==> config.mk <==
export PLATFORM = sky130hd
export DESIGN_NAME = pipe_ctrl
export DESIGN_NICKNAME = d
export VERILOG_FILES = /design/src/rtl/pipe_ctrl_pkg.sv /design/src/rtl/pipe_ctrl_cnt.sv /design/src/rtl/pipe_ctrl.sv
export SDC_FILE = /design/constraint.sdc
export NUM_CORES = 1
export LEC_CHECK = 0
export ABC_AREA = 1
export CAP_MARGIN = 20
export CORE_MARGIN = 2
export CORE_UTILIZATION = 35
export CTS_BUF_LIST = sky130_fd_sc_hd__clkbuf_16
export DETAILED_ROUTE_END_ITERATION = 16
export SYNTH_ARGS = -nofsm -noshare
export SYNTH_HDL_FRONTEND = slang
export SYNTH_HIERARCHICAL = 1
export SYNTH_SLANG_ARGS = --single-unit
==> constraint.sdc <==
create_clock -name clk_i -period 3.7 [get_ports clk_i]
set_input_delay 0.74 -clock clk_i [delete_from_list [all_inputs] [get_ports clk_i]]
set_output_delay 0.74 -clock clk_i [all_outputs]
set_load 0.05 [all_outputs]
run_1/congestion_map.png
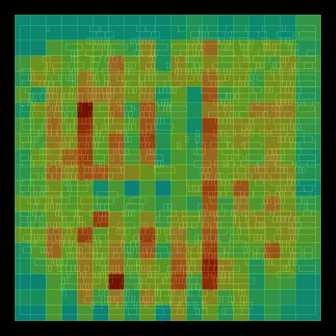
met3 Usage GRT: 0.0247
GRT met1 Usage: 0.234

run_1/gates.png
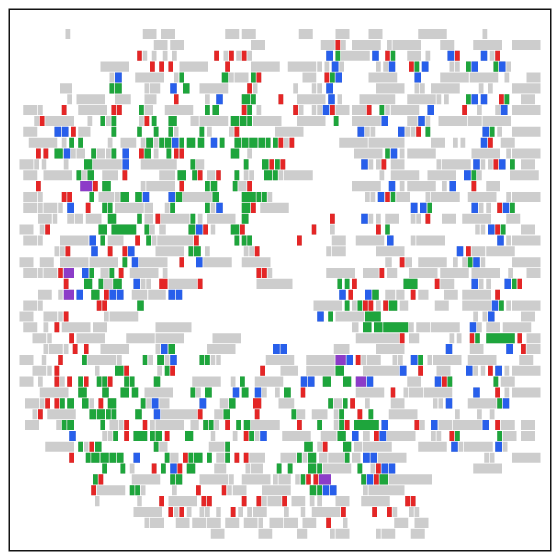
| color | family | cells | most used |
|---|---|---|---|
| red | inv cells | 174 | inv_1 |
| blue | aoi and oai cells | 118 | o21ai_0 |
| purple | non-inverting ao/oa cells | 6 | o21a_1 |
| green | nand cells | 239 | nand2_1 |
count of placed standard cells in the final layout, fillers left out: 1311
most frequent logic cell in the layout: sky130_fd_sc_hd__nor2_1
multi-input gate share of the layout cell area: 0.389

run_1/layers.png
Only two layers are drawn.
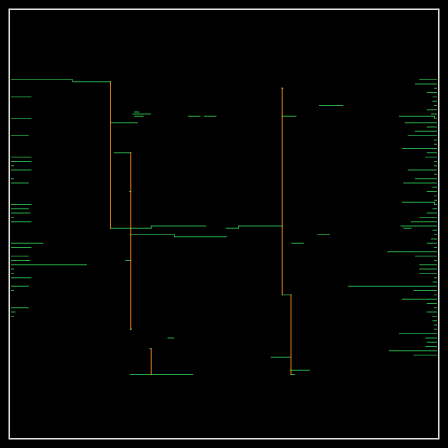
| color | layer | wire length |
|---|---|---|
| orange | M4 | 201 um |
| green | M3 | 647 um |
final wirelength: 15.1 mm
final routed wire length divided by cell count: 11.5 um
Overall Global Routing Usage: 0.165

run_1/ff_map.png
The bar under the picture is 50 um long. Other sequential cells in the stronger gray, the rest of the logic in the fainter gray.
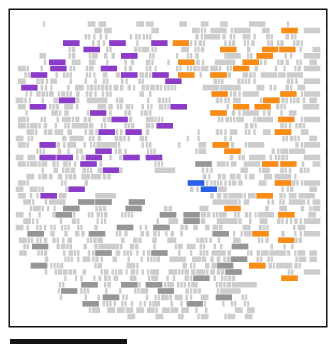
| color | name in the netlist | placed flops |
|---|---|---|
| blue | state | 2 |
| purple | u_jump_cnt/count | 32 |
| orange | pend_addr | 31 |
not colored: 33
sequential portion of the cell area: 0.241
Util after Layout: 0.487
footprint of the flip-flops and latches: 0.00196 mm^2

==> results_slide.txt, run 1 <==
Run Summary

Critical path
  – Buffers plus inverters on the worst setup path: 4
  – Crit-path cells: clkdlybuf4s50_1 -> nand3b_4 -> inv_2 -> nand3_4 -> buf_4 -> nand2_1 -> o21ai_0 -> nor2_1 -> buf_12
  – Startpoint-to-endpoint class of the critical path: in -> out

Placed design
  – Place WS: 0.448 ns
  – Number of port buffers: 137
  – Placed Cells: 1295

STA
  – Final period demand of the worst path: 3.25 ns
  – Worst-Margin Slew: 0.879 ns
  – Final hold violations: 0

Power and ir drop
  – Comb pwr: 0.245 mW
  – Switching Share: 0.244
  – Relative contribution of combinational cells to total power: 0.105
  – Worst-case vdd ir drop: 0.218 mV

Clock tree
  – Sink Count: 98
  – Clock tree from TritonCTS: built
  – Clock transition at the registers of the reported paths: 0.06 ns

Die
  – Die H: 135 um
  – I/O pin total: 140

Finish
  – Diode insertion count for antenna repair: 0
  – Layout non-clock buf frac: 0.217
  – Total area of multi-input combinational cells: 0.00317 mm^2
  – Leading cell kind: combinational gates
  – Layout cell share with drive strength beyond 1: 0.130
  – Fraction of area in clock buffers and inverters: 0.0380

Min path
  – Hold WC Path Type: reg -> reg
  – Number of stages on the worst hold path: 2

GRT
  – Maximum number of pins on one net before global-route repair: 57

Run
  – Number of warnings the tools reported: 27

Synth
  – Fraction of synthesized cell area taken by the top area cell type: 0.326
  – Seq share, synth: 0.326
  – Synthesis warning total: 6
  – Yosys cell count: 967
  – Top cells by instance count after synthesis: 237 x sky130_fd_sc_hd__nor2_1, 163 x sky130_fd_sc_hd__inv_1, 145 x sky130_fd_sc_hd__nand2_1
  – Post-synth ARST share: 0
  – Post-synthesis net count: 1007
  – Number of enable flip-flop cells: 0
  – Leading cell type by number of instances after synthesis: sky130_fd_sc_hd__nor2_1
  – Gate count of the mapped netlist: 967

Status
  – Outcome: finished clean

Route
  – TritonRoute pass-1 iters: 5
  – Count of nets left with antenna violations after detail routing: 0
  – Vias: 5844
## run 1: metal layers
layer	vias up	wire length, um	share of wire	track usage
met2	132	6410	0.42	0.256
met1	2522	7840	0.52	0.234
li1	3175	-	-	-
met3	15	647	0.043	0.0247
met5	-	0	0	0
met4	0	200	0.013	0.0544
## run 1: cell families (layout without fill, tap and decap cells)
| kind of cell | after synthesis | count (layout) | share of synthesized area |
|---|---|---|---|
| AOI/OAI and AO/OA | 124 | 124 | 0.106 |
| xor gates and xnor gates | 6 | 6 | 0.00872 |
| and+or+nand+nor | 526 | 526 | 0.406 |
| other | 1 | 1 | 0.000622 |
| buffers and inverters | 210 | 334 | 0.149 |
| adders and majority gates | 2 | 2 | 0.00415 |
| DFF | 98 | 98 | 0.326 |
==> inputs of run 2 (changes only) <==
--- a/config.mk
+++ b/config.mk
@@ -6,7 +6,6 @@
 export NUM_CORES = 1
 export LEC_CHECK = 0
 export ABC_AREA = 1
-export CAP_MARGIN = 20
 export CORE_MARGIN = 2
 export CORE_UTILIZATION = 35
 export CTS_BUF_LIST = sky130_fd_sc_hd__clkbuf_16
run_2/m4.png
The bar under the picture is 50 um long.
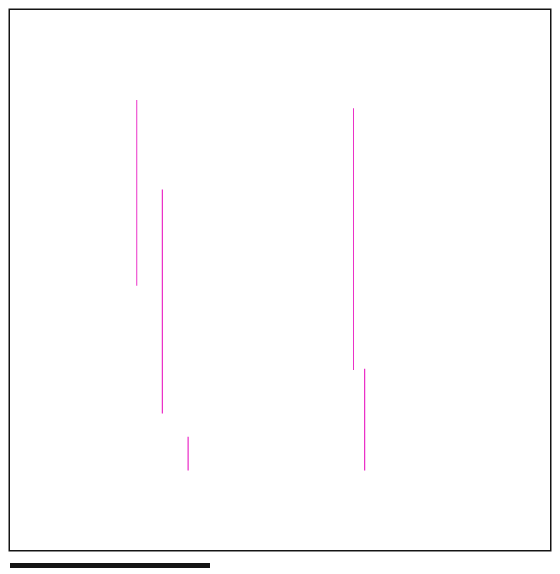
wire length on this layer: 201 um
share of all routed wire: 1.3%
Vias: 5844

==> run 2 against run 1 <==
Net effect:
- setup slack unchanged
- wire length did not move
- first-iteration DRC count is the same
- non-clock buffer count is the same
- utilization stayed put
- clock skew unchanged
- highest routed layer unchanged
- global-route usage stayed put
- sequential share of layout area did not move
- critical endpoint unchanged
- final cell count unchanged
- die size stayed put
==> results_slide.txt, run 2 <==
Run Summary

Clock tree
  – Number of buffers inserted to repair setup after CTS: 0
  – Sink Count: 98
  – Clock transition at the registers of the reported paths: 0.06 ns
  – CTS buffer count: 9
  – Clock tree from TritonCTS: built
  – Library cell used as clock root buffer: sky130_fd_sc_hd__clkbuf_16

Die
  – FP Rows: 47
  – Width of the die: 135 um
  – Starting density of the core: 0.361
  – Die H: 135 um
  – I/O pin total: 140

Critical path
  – Depth of the worst register-to-register path: 13
  – Capturing element type of the critical path: output pin
  – Crit path max-delay family: buffers and inverters
  – Startpoint-to-endpoint class of the critical path: in -> out
  – Critical Path Max Stage Delay: 0.42 ns
  – Logic depth of the worst path, buffers included: 9
  – Buffers plus inverters on the worst setup path: 4
  – Crit-path cells: clkdlybuf4s50_1 -> nand3b_4 -> inv_2 -> nand3_4 -> buf_4 -> nand2_1 -> o21ai_0 -> nor2_1 -> buf_12
  – Worst Path Max Fanout: 27
  – Critical Path Source Type: input port

Placed design
  – Placed Cells: 1295
  – Place WS: 0.448 ns
  – Number of port buffers: 137
  – Gp weighted congestion: 0.812

Synth
  – Cell Area, Synth: 0.00603 mm^2
  – Largest cells by area after synthesis: sky130_fd_sc_hd__dfxtp_1 33%, sky130_fd_sc_hd__nor2_1 15%, sky130_fd_sc_hd__inv_1 10%, sky130_fd_sc_hd__nand2_1 9.0%, sky130_fd_sc_hd__o21ai_0 4.7%
  – Leading cell type by number of instances after synthesis: sky130_fd_sc_hd__nor2_1
  – Seq share, synth: 0.326
  – Gate count of the mapped netlist: 967
  – Distinct lib cells used: 33
  – Synthesis warning total: 6
  – Area leader, netlist: sky130_fd_sc_hd__dfxtp_1
  – Number of enable flip-flop cells: 0
  – Dominant synthesized flop cell: sky130_fd_sc_hd__dfxtp_1
  – Fraction of synthesized cell area taken by the top area cell type: 0.326
  – Post-synth ARST share: 0
  – Yosys cell count: 967
  – Post-synthesis net count: 1007
  – Top cells by instance count after synthesis: 237 x sky130_fd_sc_hd__nor2_1, 163 x sky130_fd_sc_hd__inv_1, 145 x sky130_fd_sc_hd__nand2_1

STA
  – Final period demand of the worst path: 3.25 ns
  – Final max-slew violation count: 0
  – Fin Hold WS: 0.446 ns
  – Final setup TNS: 0 ns
  – Slack of the critical path: 0.455 ns
  – Headroom to the max-slew limit: 0.413
  – Worst-Margin Slew: 0.879 ns
  – Final worst path period share: 0.877
  – Final hold violations: 0

Power and ir drop
  – Worst-case vdd ir drop: 0.218 mV
  – Switching Share: 0.244
  – Sw power: 0.572 mW
  – Internal power consumption: 1.77 mW
  – Reported clock group power: 0.997 mW
  – Group drawing the most power: sequential cells
  – Relative contribution of combinational cells to total power: 0.105
  – Comb pwr: 0.245 mW

Route
  – Final routed wire length divided by cell count: 11.5 um
  – Top routing layer used: met4
  – Met1 wire length: 7.84 mm
  – Met3 routed wirelength: 647 um
  – Sum of met2 wire segment lengths after detailed routing: 6.41 mm
  – Violation count after the first detailed-route iteration: 306
  – Count of nets left with antenna violations after detail routing: 0
  – DRC violation count after routing: 0
  – Final wirelength: 15.1 mm
  – TritonRoute pass-1 iters: 5

GRT
  – Overall Global Routing Usage: 0.165
  – Maximum number of pins on one net before global-route repair: 57
  – Met3 Usage GRT: 0.0247
  – Most heavily used metal layer in global routing: met2
  – Global-route track usage on met2: 0.256
  – GRT met1 Usage: 0.234

Finish
  – Count of placed standard cells in the final layout, fillers left out: 1311
  – Layout Cell Area excl Fill: 0.00814 mm^2
  – Top logic cells by instance count in the layout: 237 x sky130_fd_sc_hd__nor2_1, 163 x sky130_fd_sc_hd__inv_1, 145 x sky130_fd_sc_hd__nand2_1
  – Most frequent logic cell in the layout: sky130_fd_sc_hd__nor2_1
  – Diode insertion count for antenna repair: 0
  – Nets: 1126
  – Util after Layout: 0.487
  – Layout cell share with drive strength beyond 1: 0.130

Run
  – # Max-Cap Violations: 0
  – Number of warnings the tools reported: 27

Status
  – Outcome: finished clean

Min path
  – Hold WC Path Type: reg -> reg
  – Number of stages on the worst hold path: 2
run_2/ff_map.png
The bar under the picture is 50 um long. Other sequential cells in the stronger gray, the rest of the logic in the fainter gray.
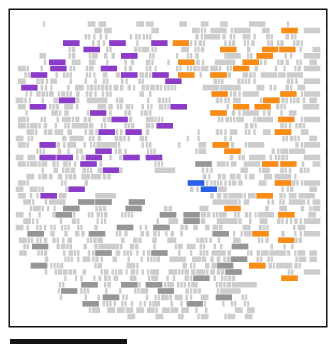
| color | name in the netlist | placed flops |
|---|---|---|
| orange | pend_addr | 31 |
| purple | u_jump_cnt/count | 32 |
| blue | state | 2 |
Seq group: 1.10 mW

-- run 2: cell counts after synthesis --
Identical to the previous run, type by type.
-- run 2: cells by family (layout without fill, tap and decap cells) --
family / Yosys count / in the layout / share of synthesized area
simple gates: 526 / 526 / 0.406
flops: 98 / 98 / 0.326
other cells: 1 / 1 / 0.000622
buf+inv: 210 / 334 / 0.149
xor+xnor: 6 / 6 / 0.00872
fa+ha+maj: 2 / 2 / 0.00415
compound gates: 124 / 124 / 0.106
-- run 2: final cells by class --
cell class | count | area [um^2] | area share
flip-flops and latches | 98 | 1960 | 0.241
clock buffers | 9 | 225 | 0.0277
well taps | 220 | 275 | 0.0338
multi-input cells | 659 | 3170 | 0.389
clock inverters | 7 | 83.8 | 0.0103
repair buffers | 144 | 1760 | 0.217
inverters | 174 | 658 | 0.0809
Power figures rest on the tool's default switching activity, not on a simulated workload.
